--- src/rtl/cmd_uart_if_if.sv ---
// Command-side handshake bundle for cmd_uart_if: assembled command with its
// ready/clear pair, plus the response request and status signals.
interface cmd_uart_if_if;
  logic [15:0] cmd;
  logic        cmd_rdy;
  logic        clr_cmd_rdy;
  logic        send_resp;
  logic        tx_busy;
  logic        resp_sent;

  // Command processor side
  modport master (
    input  cmd, cmd_rdy, tx_busy, resp_sent,
    output clr_cmd_rdy, send_resp
  );

  // UART front end side
  modport slave (
    output cmd, cmd_rdy, tx_busy, resp_sent,
    input  clr_cmd_rdy, send_resp
  );
endinterface

--- src/rtl/cmd_uart_if.sv ---
// Serial front end of the command path. Receives two UART bytes (high byte
// first) into a 16-bit command with a ready/clear handshake, and transmits a
// one-byte acknowledge on request. RX and TX run independently.
module cmd_uart_if #(
  parameter int          BAUD_DIV  = 2604,
  parameter logic [7:0]  RESP_BYTE = 8'hA5
) (
  input  logic          clk,
  input  logic          rst_n,
  input  logic          RX,
  output logic          TX,
  cmd_uart_if_if.slave  bus
);

  localparam logic [11:0] BAUD_FULL = 12'(BAUD_DIV);
  localparam logic [11:0] BAUD_HALF = 12'(BAUD_DIV / 2);

  typedef enum logic [1:0] {RX_IDLE, RX_START, RX_DATA, RX_STOP} rx_state_e;
  typedef enum logic       {TX_IDLE, TX_XMIT} tx_state_e;

  // ---------------------------------------------------------------- RX sync
  logic rx_meta_q, rx_meta_d;
  logic rx_sync_q, rx_sync_d;
  logic rx_prev_q, rx_prev_d;

  // Two-flop synchronizer plus one delayed copy for falling-edge detection
  always_comb begin
    rx_meta_d = RX;
    rx_sync_d = rx_meta_q;
    rx_prev_d = rx_sync_q;
  end

  // Synchronizer flops preset to the idle (high) line level
  always_ff @(posedge clk or negedge rst_n) begin
    if (!rst_n) begin
      rx_meta_q <= 1'b1;
      rx_sync_q <= 1'b1;
      rx_prev_q <= 1'b1;
    end else begin
      rx_meta_q <= rx_meta_d;
      rx_sync_q <= rx_sync_d;
      rx_prev_q <= rx_prev_d;
    end
  end

  logic rx_fall;
  assign rx_fall = rx_prev_q & ~rx_sync_q;

  // ---------------------------------------------------------------- RX FSM
  rx_state_e   rx_state_q, rx_state_d;
  logic [11:0] rx_timer_q, rx_timer_d;
  logic [2:0]  rx_bit_cnt_q, rx_bit_cnt_d;
  logic [7:0]  rx_shift_q, rx_shift_d;
  logic        rx_wait_hi_q, rx_wait_hi_d;
  logic        byte_ptr_q, byte_ptr_d;     // 0: expecting high byte, 1: low byte
  logic [7:0]  hi_byte_q, hi_byte_d;
  logic [15:0] cmd_q, cmd_d;
  logic        cmd_rdy_q, cmd_rdy_d;
  logic        cmd_set;
  logic        start_hi;
  logic        rx_expire;

  assign rx_expire = (rx_timer_q == 12'd1);

  // Receive sequencing, byte assembly and cmd_rdy set/clear arbitration
  always_comb begin
    rx_state_d   = rx_state_q;
    rx_timer_d   = rx_timer_q;
    rx_bit_cnt_d = rx_bit_cnt_q;
    rx_shift_d   = rx_shift_q;
    rx_wait_hi_d = rx_wait_hi_q;
    byte_ptr_d   = byte_ptr_q;
    hi_byte_d    = hi_byte_q;
    cmd_d        = cmd_q;
    cmd_set      = 1'b0;
    start_hi     = 1'b0;

    if (rx_state_q != RX_IDLE && !rx_expire) begin
      rx_timer_d = rx_timer_q - 12'd1;
    end

    case (rx_state_q)
      RX_IDLE: begin
        if (rx_wait_hi_q) begin
          // After a framing error, re-arm only once the line reads idle
          if (rx_sync_q) rx_wait_hi_d = 1'b0;
        end else if (rx_fall) begin
          rx_state_d = RX_START;
          rx_timer_d = BAUD_HALF;
          start_hi   = ~byte_ptr_q;
        end
      end
      RX_START: begin
        if (rx_expire) begin
          if (rx_sync_q) begin
            rx_state_d = RX_IDLE;
          end else begin
            rx_state_d   = RX_DATA;
            rx_timer_d   = BAUD_FULL;
            rx_bit_cnt_d = '0;
          end
        end
      end
      RX_DATA: begin
        if (rx_expire) begin
          rx_timer_d = BAUD_FULL;
          rx_shift_d = {rx_sync_q, rx_shift_q[7:1]};
          if (rx_bit_cnt_q == 3'd7) begin
            rx_state_d = RX_STOP;
          end else begin
            rx_bit_cnt_d = rx_bit_cnt_q + 3'd1;
          end
        end
      end
      RX_STOP: begin
        if (rx_expire) begin
          rx_state_d = RX_IDLE;
          if (rx_sync_q) begin
            if (!byte_ptr_q) begin
              hi_byte_d  = rx_shift_q;
              byte_ptr_d = 1'b1;
            end else begin
              cmd_d      = {hi_byte_q, rx_shift_q};
              cmd_set    = 1'b1;
              byte_ptr_d = 1'b0;
            end
          end else begin
            rx_wait_hi_d = 1'b1;
            byte_ptr_d   = 1'b0;
          end
        end
      end
      default: rx_state_d = RX_IDLE;
    endcase

    // A completing command takes priority over any clear in the same cycle
    if (cmd_set) begin
      cmd_rdy_d = 1'b1;
    end else if (bus.clr_cmd_rdy || start_hi) begin
      cmd_rdy_d = 1'b0;
    end else begin
      cmd_rdy_d = cmd_rdy_q;
    end
  end

  // RX state and command registers
  always_ff @(posedge clk or negedge rst_n) begin
    if (!rst_n) begin
      rx_state_q   <= RX_IDLE;
      rx_timer_q   <= '0;
      rx_bit_cnt_q <= '0;
      rx_shift_q   <= '0;
      rx_wait_hi_q <= 1'b0;
      byte_ptr_q   <= 1'b0;
      hi_byte_q    <= '0;
      cmd_q        <= '0;
      cmd_rdy_q    <= 1'b0;
    end else begin
      rx_state_q   <= rx_state_d;
      rx_timer_q   <= rx_timer_d;
      rx_bit_cnt_q <= rx_bit_cnt_d;
      rx_shift_q   <= rx_shift_d;
      rx_wait_hi_q <= rx_wait_hi_d;
      byte_ptr_q   <= byte_ptr_d;
      hi_byte_q    <= hi_byte_d;
      cmd_q        <= cmd_d;
      cmd_rdy_q    <= cmd_rdy_d;
    end
  end

  // ---------------------------------------------------------------- TX FSM
  tx_state_e   tx_state_q, tx_state_d;
  logic [11:0] tx_timer_q, tx_timer_d;
  logic [3:0]  tx_bit_cnt_q, tx_bit_cnt_d;
  logic [9:0]  tx_shift_q, tx_shift_d;
  logic        tx_q, tx_d;
  logic        tx_busy_q, tx_busy_d;
  logic        resp_sent_q, resp_sent_d;
  logic        tx_expire;

  assign tx_expire = (tx_timer_q == 12'd1);

  // Response frame serializer; TX line and status are driven from flops
  always_comb begin
    tx_state_d   = tx_state_q;
    tx_timer_d   = tx_timer_q;
    tx_bit_cnt_d = tx_bit_cnt_q;
    tx_shift_d   = tx_shift_q;
    tx_d         = tx_q;
    tx_busy_d    = tx_busy_q;
    resp_sent_d  = 1'b0;

    case (tx_state_q)
      TX_IDLE: begin
        tx_d = 1'b1;
        if (bus.send_resp) begin
          tx_state_d   = TX_XMIT;
          tx_shift_d   = {1'b1, RESP_BYTE, 1'b0};
          tx_d         = 1'b0;
          tx_busy_d    = 1'b1;
          tx_timer_d   = BAUD_FULL;
          tx_bit_cnt_d = '0;
        end
      end
      TX_XMIT: begin
        if (tx_expire) begin
          tx_timer_d = BAUD_FULL;
          if (tx_bit_cnt_q == 4'd9) begin
            tx_state_d  = TX_IDLE;
            tx_d        = 1'b1;
            tx_busy_d   = 1'b0;
            resp_sent_d = 1'b1;
          end else begin
            tx_bit_cnt_d = tx_bit_cnt_q + 4'd1;
            tx_shift_d   = {1'b1, tx_shift_q[9:1]};
            tx_d         = tx_shift_q[1];
          end
        end else begin
          tx_timer_d = tx_timer_q - 12'd1;
        end
      end
      default: tx_state_d = TX_IDLE;
    endcase
  end

  // TX state and output registers
  always_ff @(posedge clk or negedge rst_n) begin
    if (!rst_n) begin
      tx_state_q   <= TX_IDLE;
      tx_timer_q   <= '0;
      tx_bit_cnt_q <= '0;
      tx_shift_q   <= '1;
      tx_q         <= 1'b1;
      tx_busy_q    <= 1'b0;
      resp_sent_q  <= 1'b0;
    end else begin
      tx_state_q   <= tx_state_d;
      tx_timer_q   <= tx_timer_d;
      tx_bit_cnt_q <= tx_bit_cnt_d;
      tx_shift_q   <= tx_shift_d;
      tx_q         <= tx_d;
      tx_busy_q    <= tx_busy_d;
      resp_sent_q  <= resp_sent_d;
    end
  end

  assign TX            = tx_q;
  assign bus.cmd       = cmd_q;
  assign bus.cmd_rdy   = cmd_rdy_q;
  assign bus.tx_busy   = tx_busy_q;
  assign bus.resp_sent = resp_sent_q;

endmodule

--- src/flat_wrapper.sv ---
// flat-port wrapper written by rule: the top's interface ports become plain ports
module cmd_uart_if_flat 
#(
  parameter int          BAUD_DIV  = 2604,
  parameter logic [7:0]  RESP_BYTE = 8'hA5
)
  (clk, rst_n, RX, TX, bus_cmd, bus_cmd_rdy, bus_tx_busy, bus_resp_sent, bus_clr_cmd_rdy, bus_send_resp);
  cmd_uart_if_if bus_i ();
  input  logic clk;
  input  logic rst_n;
  input  logic RX;
  output logic TX;
  output wire logic [$bits(bus_i.cmd)-1:0] bus_cmd;
  output wire logic [$bits(bus_i.cmd_rdy)-1:0] bus_cmd_rdy;
  output wire logic [$bits(bus_i.tx_busy)-1:0] bus_tx_busy;
  output wire logic [$bits(bus_i.resp_sent)-1:0] bus_resp_sent;
  input wire logic [$bits(bus_i.clr_cmd_rdy)-1:0] bus_clr_cmd_rdy;
  input wire logic [$bits(bus_i.send_resp)-1:0] bus_send_resp;
  assign bus_cmd = bus_i.cmd;
  assign bus_cmd_rdy = bus_i.cmd_rdy;
  assign bus_tx_busy = bus_i.tx_busy;
  assign bus_resp_sent = bus_i.resp_sent;
  assign bus_i.clr_cmd_rdy = bus_clr_cmd_rdy;
  assign bus_i.send_resp = bus_send_resp;
  cmd_uart_if #(.BAUD_DIV(BAUD_DIV), .RESP_BYTE(RESP_BYTE)) u_core (.clk(clk), .rst_n(rst_n), .RX(RX), .TX(TX), .bus(bus_i));
endmodule
--- config.mk ---
export PLATFORM = sky130hd
export DESIGN_NAME = cmd_uart_if_flat
export DESIGN_NICKNAME = d
export VERILOG_FILES = /design/src/rtl/cmd_uart_if_if.sv /design/src/rtl/cmd_uart_if.sv /design/src/flat_wrapper.sv
export SDC_FILE = /design/constraint.sdc
export NUM_CORES = 1
export LEC_CHECK = 0
export CAP_MARGIN = 0
export CORE_ASPECT_RATIO = 1.5
export CORE_MARGIN = 2
export CORE_UTILIZATION = 59
export DETAILED_ROUTE_END_ITERATION = 7
export GPL_ROUTABILITY_DRIVEN = 0
export GPL_TIMING_DRIVEN = 0
export MAX_ROUTING_LAYER = met4
export PLACE_DENSITY = 0.78
export SETUP_SLACK_MARGIN = 0.3
export SKIP_CTS_REPAIR_TIMING = 1
export SYNTH_ARGS = -nofsm -noshare
export SYNTH_HDL_FRONTEND = slang
export SYNTH_SLANG_ARGS = --single-unit
--- constraint.sdc ---
create_clock -name clk -period 2.7 [get_ports clk]
set_input_delay 0.27 -clock clk [delete_from_list [all_inputs] [get_ports clk]]
set_output_delay 0.27 -clock clk [all_outputs]
set_load 0.03 [all_outputs]
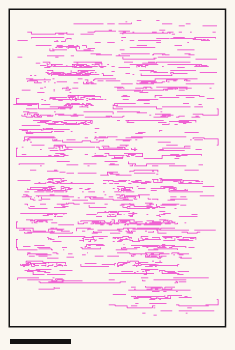
**Above:** run 1 (met1 routing).
Bar = 20 µm.
share of all routed wire	43%
wire length on this layer	3,070 µm
via count: 2,656
Routed WL: 7104 µm
GR Layer Usage met1: 25.46%

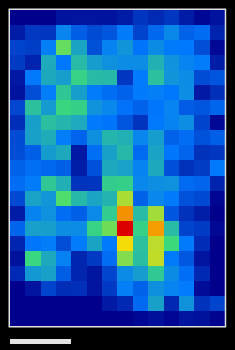
**Above:** run 1 (routed metal per tile).
Bar = 20 µm. The die is cut into 14 by 21 equal tiles; dark blue is low, red is high, scaled to the fullest tile. Values are wire area over tile area, all layers added.
mean over tiles	0.15
tiles over half the peak	4.1%
densest ninth of the die	center
WL per Instance: 15.34 µm
Total GRT Usage: 21.52%

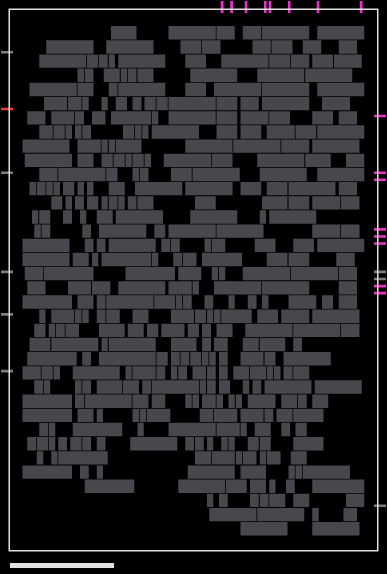
**Above:** run 1 (pin placement).
Bar = 20 µm. Pins as bars across the die edge, other pins in gray.
color	port	pins	direction	edge
red	`bus_send_resp`	1	input	left
magenta	`bus_cmd`	16	output	8 top, 8 right
all pins by edge	11 right, 8 top, 6 left

==> results.yml, run 1 <==
# generated from flow reports
global_routing:
  grt.overflow.total: 0
  grt_max_degree: 66
  met3_usage_pct: 2.918
  grt_pass1_vias: 2674
  antenna_found_initial: 0
  grtUsageMet2_pct: 35.18
power_and_ir_drop:
  switchingPower_uw: 1378
  peakVddDrop_uv: 565.3
  powerDensity_nw_per_um2: 830.5
  power_uw: 3717
  p_leak_uw: 0.002079
  combPwrFrac_pct: 30.5
  clockPowerShare_pct: 23.9
logic_synthesis:
  synthCells: 345
  fp_nets: 362
  ys_top_logic_family: "simple AND/OR/NAND/NOR gates"
  mux_share_pct: 10.67
  synthArstFlopShare_pct: 100.0
  synthDistinctLibCells: 48
  syn_area_per_cell_um2: 11.32
  synth-simple-area-share_pct: 16.37
  edf_count: 0
  synth_warnings: 0
  ys_sh_xor_pct: 2.915
  yosys_area_um2: 3906
final_timing:
  finalClockPeriodUsage_pct: 83.14
  slew_violations: 0
  worstMarginPinSlew_ps: 655.0
  min_period_ps: 2245
  setup_viol: 0
  whs_ps: 312.7
finish:
  buffers_excl_clock: 36
  clkbuf_count: 10
  area_growth_pct: 14.57
  sh_comb_area_pct: 38.41
  seq_cell_count: 82
  seq_area_um2: 2066
  inv_count: 20
  antenna-diode-count: 0
  logic_gates: 233
  largest_class: "sequential cells"
  seq_share_pct: 46.16
  logic_area_um2: 1719
worst_hold_path:
  min-delay-start: "RX"
  worstHoldEndpoint: "u_core.rx_meta_q$_DFF_PN1_"
clock_network:
  cts_made_buffers: 9
  tritoncts: "done"
  cts.path.max_buffers: 2
  cts.clk_slew.worst_paths_ps: 80
  cts_sinks: 82
  cts-root-buf: "clkbuf_8"
die:
  tap_cells: 76
  initCoreUtil_pct: 60.64
  pin_count: 25
  die_x_um: 70.44
critical_path:
  r2r_cells: 7
  r2r_setup_slack_ps: 460
  worstSetupPathType: "reg -> reg"
  crit-reg2reg-launch: "u_core.rx_timer_q[1]$_DFF_PN0_"
  crit_arrival_ps: 2470
  crit_path_max_fanout: 6
route:
  dr.pass1.iters: 4
  drc_errors: 0
  antenna_left: 0
outcome:
  outcome: "completed"
place:
  io_buffers: 24
## run 1: state kept, by name (all words and copies together) (netlist names), 3 cells and up, named ones only
name / flops
u_core.rx_bit_cnt_q: 3
u_core.hi_byte_q: 8
u_core.rx_shift_q: 8
u_core.tx_timer_q: 12
u_core.tx_bit_cnt_q: 4
u_core.tx_shift_q: 7
u_core.rx_timer_q: 12
u_core.bus.cmd: 16
## run 1: through the flow
step / utilization [%] / instance area, µm² / setup slack [ps] / setup TNS (ps) / cells
3_5_place_dp: 66.24 / 4267 / 469.0 / 0 / 446
2_1_floorplan: - / 3906 / 804.2 / 0 / 345
4_1_cts: 69.23 / 4459 / 459.4 / 0 / 462
6_report: 69.48 / 4476 / 455.3 / 0 / 463
5_1_grt: 69.48 / 4476 / 322.9 / 0 / 463
3_3_place_gp: 65.85 / 4242 / -1384 / -102980 / 445
## run 1: worst max path at each step
stage	startpoint	end	slack [ps]	cells after the start
3_5_place_dp	u_core.rx_state_q[0]$_DFFE_PN0P_	u_core.rx_timer_q[11]$_DFF_PN0_	470	7
3_3_place_gp	rst_n	u_core.tx_timer_q[2]$_DFFE_PN0P_	-1380	1
2_1_floorplan	u_core.rx_state_q[0]$_DFFE_PN0P_	u_core.rx_timer_q[11]$_DFF_PN0_	800	7
6_report	u_core.rx_timer_q[1]$_DFF_PN0_	u_core.rx_timer_q[0]$_DFF_PN0_	460	7
4_1_cts	u_core.rx_state_q[0]$_DFFE_PN0P_	u_core.rx_timer_q[11]$_DFF_PN0_	460	7
5_1_grt	u_core.tx_timer_q[1]$_DFFE_PN0P_	u_core.tx_bit_cnt_q[0]$_DFFE_PN0P_	320	7
## run 1: cells in the mapped netlist, drive strengths merged, types with 3 or more instances
cell | n | area share, %
a21oi | 9 | 1.2
a22o | 3 | 0.67
a31oi | 12 | 1.9
buf | 5 | 0.86
clkbuf | 5 | 0.48
dfrtp | 71 | 45
dfstp | 11 | 7.4
ha | 12 | 3.8
inv | 20 | 1.9
mux2 | 34 | 11
nand2 | 32 | 3.1
nand2b | 5 | 0.80
nand3 | 15 | 1.9
nand3b | 3 | 0.58
nand4 | 4 | 1.3
nor2 | 21 | 2.0
nor2b | 3 | 0.48
nor3 | 8 | 1.9
nor3b | 4 | 0.90
nor4 | 3 | 0.86
o21ai | 25 | 3.2
or3 | 3 | 0.48
xnor2 | 3 | 0.67
xor2 | 10 | 2.2
## run 1: worst max-delay path, cell delays in order, from the launching register on
cell and delay, ps:
dfrtp_1 420, inv_1 100, ha_1 160, nor3b_2 250, nand4_2 260, o22a_1 350
nor3_1 480, nor2_1 100
## run 1: power by group through the flow
| stage | registers, µW | clock network, µW | logic, µW |
|---|---|---|---|
| global route | 1730 | 946 | 1290 |
| finish | 1700 | 887 | 1140 |
| detailed placement | 1710 | 0 | 1120 |
| global placement | 1700 | 0 | 1090 |
| floorplan | 1660 | 0 | 883 |
| CTS | 1690 | 906 | 1130 |
## run 1: routing by layer
layer	up-vias	wire [µm]
met5	-	0
met4	0	183
met3	13	229
met2	50	3618
met1	1309	3072
li1	1284	-
==> run 1 -> run 2 <==
Clock period 2.7 ns to 2.3 ns, I/O delays scaled along.
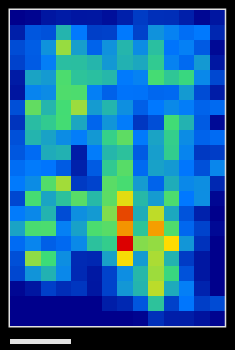
**Above:** run 2 (routed metal per tile).
Bar = 20 µm. The die is cut into 14 by 21 equal tiles; dark blue is low, red is high, scaled to the fullest tile. Values are wire area over tile area, all layers added.
mean over tiles	0.16
nearly empty tiles	9.5%
densest ninth of the die	center
tiles over half the peak	14%

==> run 2 against run 1 <==
Sequential power up 19%; worst setup slack worse by 200 ps; total power up 22%; synthesized cell count unchanged; maximum frequency up 9.5%; hold slack worse by 43 ps; synthesized area unchanged; wire length up 6.1%; first-iteration DRC count up 16%; combinational power up 31%; largest cell class unchanged.
==> results.yml, run 2 <==
# generated from flow reports
outcome:
  outcome: "completed"
logic_synthesis:
  synthDominantCellAreaShare_pct: 45.48
  synthDistinctLibCells: 48
  syn_area_per_cell_um2: 11.32
  area_leaders: "dfrtp_1 45%, dfstp_2 7.4%, mux2_2 7.2%"
  fp_nets: 362
  synthArstFlopShare_pct: 100.0
  common_cells: "71 x dfrtp_1, 32 x nand2_1, 25 x mux2_2, 25 x o21ai_0, 21 x nor2_1"
  top_area_cell: "dfrtp_1"
  synthCells: 345
  synth_warnings: 0
  most_common_cell: "dfrtp_1"
  edf_count: 0
route:
  dr.pass1.iters: 4
  antenna_left: 0
  routed_wl_um: 7534
  drc_errors: 0
  dr_total_vias: 2750
critical_path:
  r2r_cells: 8
  worstSetupPathType: "reg -> reg"
  crit_path_max_fanout: 6
  r2r_setup_slack_ps: 250
  cp_cell_sequence: "inv_2 > ha_4 > nor3b_4 > and4_1 > buf_6 > nand4_4 > clkbuf_16 > mux2_4"
  cpPeakStageDelay_ps: 430
  crit-reg2reg-launch: "u_core.rx_timer_q[1]$_DFF_PN0_"
  crit_arrival_ps: 2310
  critPathSlowestCell: "dfrtp_2"
clock_network:
  tritoncts: "done"
  cts.clk_slew.worst_paths_ps: 90
  cts_made_buffers: 9
  cts-root-buf: "clkbuf_8"
  cts.path.max_buffers: 2
  cts_sinks: 82
power_and_ir_drop:
  power_uw: 4549
  powerDensity_nw_per_um2: 974.0
  peakVddDrop_uv: 670.6
  p_leak_uw: 0.002142
global_routing:
  grt.overflow.total: 0
  grt.total_usage_pct: 21.52
  grt_max_degree: 66
  antenna_found_initial: 0
place:
  place_area_um2: 4267
final_timing:
  setup_viol: 0
  whs_ps: 269.7
  slew_violations: 0
  min_period_ps: 2050
  finalClockPeriodUsage_pct: 89.11
  worstMarginPinSlew_ps: 525.7
  fin_setup_tns_ps: 0
die:
  pin_count: 25
  initCoreUtil_pct: 60.64
finish:
  antenna-diode-count: 0
  logic_area_um2: 1805
  largest_reg_flops: 16
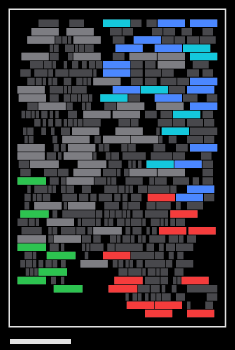
**Above:** run 2 (where the registers sit).
Bar = 20 µm. Other sequential cells in the stronger gray, the rest of the logic in the fainter gray.
color	netlist name	placed flops
cyan	`u_core.hi_byte_q`	8
blue	`u_core.bus.cmd`	16
green	`u_core.tx_shift_q`	7
red	`u_core.rx_timer_q`	12
register area: 2069 µm²
Seq area share: 44.31%
seq pwr: 2020 µW
Final Util: 72.51%

## run 2: cell type report
| type | instances | area share [%] |
|---|---|---|
| sequential | 82 | 44.31 |
| multi-input combinational | 233 | 38.66 |
| timing repair buffer | 34 | 7.822 |
| clock buffer | 10 | 2.732 |
| tap | 76 | 2.036 |
| inverter | 20 | 1.607 |
| buffer | 10 | 1.447 |
| clock inverter | 6 | 1.393 |
## run 2: routing by layer
metal	GRT usage (%)	routed length, µm
met1	25.46	3109
met2	35.18	4007
met3	2.918	231
met4	11.68	184
met5	-	0
## run 2: cell families after synthesis
| group | count (synthesis) | share of synthesized area [%] |
|---|---|---|
| DFF | 82 | 52.88 |
| xor gates and xnor gates | 13 | 2.915 |
| buffers and inverters | 30 | 3.267 |
| adders and majority gates | 12 | 3.844 |
| AOI/OAI and AO/OA | 63 | 10.06 |
| and+or+nand+nor | 111 | 16.37 |
| muxes | 34 | 10.67 |
## run 2: how the worst max path moves through the flow
stage	from	end	slack (ps)	depth (start not counted)
2_1_floorplan	u_core.rx_state_q[0]$_DFFE_PN0P_	u_core.rx_timer_q[11]$_DFF_PN0_	400	7
3_3_place_gp	rst_n	u_core.tx_timer_q[2]$_DFFE_PN0P_	-1740	1
3_5_place_dp	u_core.rx_state_q[0]$_DFFE_PN0P_	u_core.rx_timer_q[11]$_DFF_PN0_	70	7
4_1_cts	u_core.rx_state_q[0]$_DFFE_PN0P_	u_core.rx_timer_q[11]$_DFF_PN0_	60	7
5_1_grt	u_core.rx_timer_q[1]$_DFF_PN0_	u_core.bus.cmd[14]$_DFFE_PN0P_	170	8
6_report	u_core.rx_timer_q[1]$_DFF_PN0_	u_core.bus.cmd[8]$_DFFE_PN0P_	250	8
## run 2: critical path: cells and delay by family (launching register included)
kind	cells	cell delay [ps]
flops	1	430
fa+ha+maj	1	130
simple gates	3	680
mux	1	300
buf+inv	3	420
## run 2: report_power, final
part           internal (µW)  leakage, µW  switching (µW)
Sequential              1700      0.00104             320
Clock                    506    0.0000971             536
Combinational            624      0.00100             864
## run 2: through the flow
stage               util [%]  worst slack (ps)  std cells
floorplan                  -             404.2        345
global placement       65.85             -1744        445
detailed placement     66.24             68.96        446
CTS                    69.23             59.40        462
global route           72.51             167.4        471
finish                 72.51             250.4        471
Power is estimated from default activity; no workload was simulated.
